[config.mk]
export PLATFORM = sky130hd
export DESIGN_NAME = fifo_reader
export DESIGN_NICKNAME = d
export VERILOG_FILES = /design/src/rtl/fifo_reader.sv
export SDC_FILE = /design/constraint.sdc
export NUM_CORES = 1
export LEC_CHECK = 0
export ABC_AREA = 1
export CORE_MARGIN = 1.5
export CORE_UTILIZATION = 28
export DETAILED_ROUTE_END_ITERATION = 8
export GPL_TIMING_DRIVEN = 0
export PLACE_DENSITY_LB_ADDON = 0.25
export SLEW_MARGIN = 20
export SYNTH_ARGS = -nofsm -noshare
export SYNTH_HDL_FRONTEND = slang
export SYNTH_SLANG_ARGS = --single-unit
export TNS_END_PERCENT = 100
[constraint.sdc]
create_clock -name i_clk -period 2.4 [get_ports i_clk]
set_clock_uncertainty 0.2 [all_clocks]
set_input_delay 0.72 -clock i_clk [delete_from_list [all_inputs] [get_ports i_clk]]
set_output_delay 0.72 -clock i_clk [all_outputs]
set_load 0.005 [all_outputs]
[src/rtl/fifo_reader.sv]
// rtl/fifo_reader.sv - pops words from a FIFO and presents them on a valid/ready stream
// Every output is a flop; next values are computed from the next state.
module fifo_reader #(
  parameter int DATA_WIDTH = 1,
  parameter int CNT_WIDTH  = 16
) (
  input  logic                  i_clk,
  input  logic                  i_rst,
  output logic                  o_rd_en,
  input  logic [DATA_WIDTH-1:0] i_data,
  input  logic                  i_fifo_empty,
  output logic                  o_valid,
  input  logic                  i_ready,
  output logic [DATA_WIDTH-1:0] o_data,
  output logic [CNT_WIDTH-1:0]  o_count
);

  typedef enum logic [1:0] {
    IDLE   = 2'd0,
    READ_F = 2'd1,
    LOAD   = 2'd2,
    VALID  = 2'd3
  } state_t;

  state_t                state, state_nxt;
  logic                  rd_en_nxt;
  logic                  valid_nxt;
  logic [DATA_WIDTH-1:0] data_nxt;
  logic [CNT_WIDTH-1:0]  count_nxt;

  always_comb begin
    state_nxt = state;
    data_nxt  = o_data;
    count_nxt = o_count;
    case (state)
      IDLE: begin
        if (!i_fifo_empty) state_nxt = READ_F;
      end
      READ_F: begin
        state_nxt = LOAD;
      end
      LOAD: begin
        // FIFO read data is valid in the cycle after the pop strobe
        data_nxt  = i_data;
        state_nxt = VALID;
      end
      VALID: begin
        if (i_ready) begin
          count_nxt = o_count + CNT_WIDTH'(1);
          data_nxt  = '0;
          state_nxt = i_fifo_empty ? IDLE : READ_F;
        end
      end
      default: begin
        state_nxt = IDLE;
        data_nxt  = '0;
      end
    endcase
    rd_en_nxt = (state_nxt == READ_F);
    valid_nxt = (state_nxt == VALID);
  end

  always_ff @(posedge i_clk or negedge i_rst) begin
    if (!i_rst) begin
      state   <= IDLE;
      o_rd_en <= 1'b0;
      o_valid <= 1'b0;
      o_data  <= '0;
      o_count <= '0;
    end else begin
      state   <= state_nxt;
      o_rd_en <= rd_en_nxt;
      o_valid <= valid_nxt;
      o_data  <= data_nxt;
      o_count <= count_nxt;
    end
  end

endmodule

==> job_summary.md <==
## Implementation flow summary

| Metric | Value |
|---|---|
| Simple Share, Synth | `0.322` |
| Signal buf overhead | `0.165` |
| Clock sink count | `21` |
| Status | `complete, no violations` |
| TritonCTS clock tree | `done` |
| Met3 wire length | `137 µm` |
| Switching Fraction | `0.332` |
| Syn_nets | `~130` |
| Least-Margin Pin Slew | `0.490 ns` |
| HP Class | `input port to asynchronous set/reset pin` |
| Fill cells | `~360` |
| Worst setup EP type | `output port` |
| Switching power | `0.366 mW` |
| CP Data Arrival Time | `1.24 ns` |
| LEAKAGE | `between 0.6 and 0.7 nW` |
| First-pass GRT wire length | `a little under 4000 µm` |
| Max-cap viol count | `0` |
| Met2 Usage GRT | `0.198` |
| Asr flop ratio synth | `1.00` |
| Die outline width | `64.0 µm` |
| Top Layout Cells | `nand2_1 (35), clkdlybuf4s50_1 (22), dfrtp_1 (21), nor2_1 (15), inv_1 (13)` |
| Number of gates resized after cts | `0` |
| Largest class | `flip-flops and latches` |
| Synth Register Bits | `21` |
| Netlist cell types | `19` |
| Top post-synthesis cells by count | `nand2_1 (35), dfrtp_1 (21), nor2_1 (15)` |
| Logic cell area | `between 400 and 500 µm²` |
| XOR/XNOR Fraction of Synth Area | `0.0673` |
| CTS root buffer | `clkbuf_8` |
| Log Warnings | `26` |
| Synth warnings | `0` |
| Avg Vias per Cell | `4.43` |
| RSZ-0062 raised after global routing | `no` |
| Met3 Use GR | `0.0440` |
| Req. time, crit path | `~1.5 ns` |
| Pre-CTS setup slack | `between 0.1 and 0.15 ns` |
| Comb area leader | `simple AND/OR/NAND/NOR gates` |
| Tap cells | `roughly 46` |
| Fmax | `463 MHz` |
| Clock buffers | `4` |
| Number of routed nets with antenna violations | `0` |
| Worst setup path class | `register to output port` |
| GPL Wtd Cong | `~0.84` |
| Combinational power share | `0.316` |
| CP peak stage delay | `about 0.54 ns` |
| Max clock buf depth | `2` |
| Seq share, synth | `0.505` |
| Comb group | `around 0.35 mW` |
| Fin crit period | `2.16 ns` |
| PnR worst setup slack | `approximately 0.24 ns` |
| DRC viols | `0` |
| Startpoint Class | `register` |
| Biggest regs | `o_count x16, state x2` |
| First-pass detailed-route iteration total | `4` |
| Layout Cells excl Fill | `196` |
| Met2 WL | `approximately 1100 µm` |
| Iter 0 DRT Violations | `31` |
| Power, Total | `approximately 1.1 mW` |
| Clock-cell share of area | `0.0329` |
| AO/OA Area Share | `0.0433` |
| Worst-Skew Late Latency | `~0.26 ns` |
| Most flops, register | `o_count` |
| Crit path max fanout | `6` |
| GRT met1 Usage | `0.155` |
| FF-to-FF setup slack | `slightly above 0.9 ns` |
| Cell Pwr Density | `807 nW/µm²` |
| Die Ht | `~64 µm` |
| Top-count cell post-synth | `nand2_1` |
### Routed metal per tile

Bar = 20 µm. The die is cut into 13 by 13 equal tiles; dark blue is low, red is high, scaled to the fullest tile. Values are wire area over tile area, all layers added.
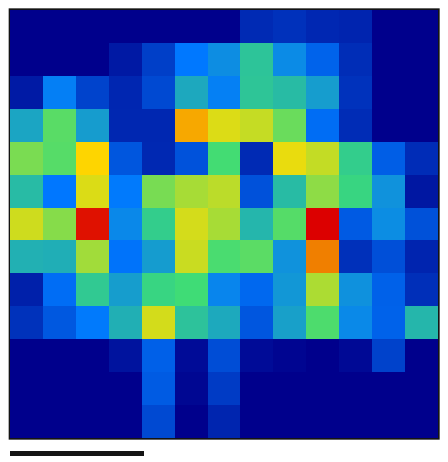
mean over tiles	0.087
emptiest ninth of the die	south-west
fullest tile	0.35
Overall Global Routing Usage: 0.122
routed wire length: 2220 µm
WL per Instance: 11.3 µm
via count: 869

### Routed metal, one color a layer

Bar = 20 µm.
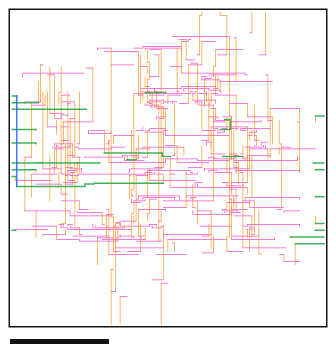
color	layer	wire length
orange	M2	1050 µm
blue	M4	18.4 µm
magenta	M1	1020 µm
green	M3	138 µm

### Register map, names as in the netlist

Bar = 20 µm. Other sequential cells in the stronger gray, the rest of the logic in the fainter gray.
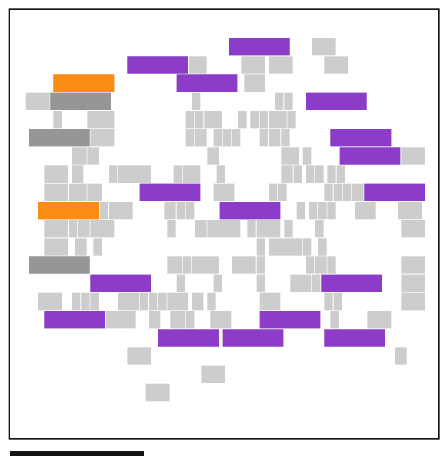
color	netlist name	sequential cells
orange	state	2
purple	o_count	16
sequential share of cell area: 0.384
Flop area: 526 µm²
Core Util, Final: 0.398
seq pwr: 0.521 mW

### Placement by cell class

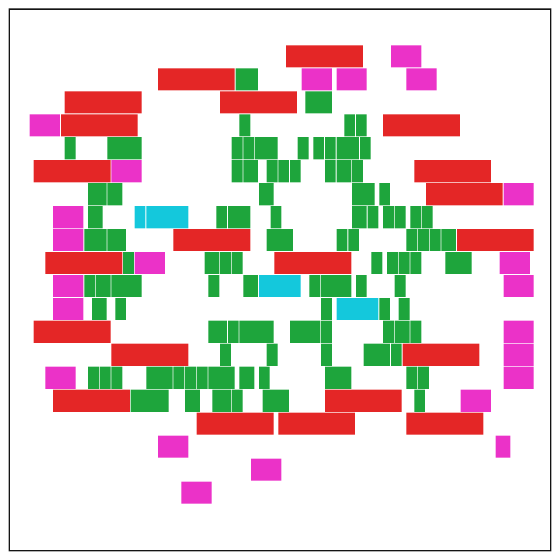
color	class	cells	share of their area
red	registers	21	40%
green	remaining logic cells	102	39%
cyan	clock drivers and dummy loads	4	3.4%
magenta	remaining buffers and delay cells	23	17%
row count: 21
Core Area: 3440 µm²
post-route cell area: 1370 µm²

Power figures rest on the tool's default switching activity, not on a simulated workload.
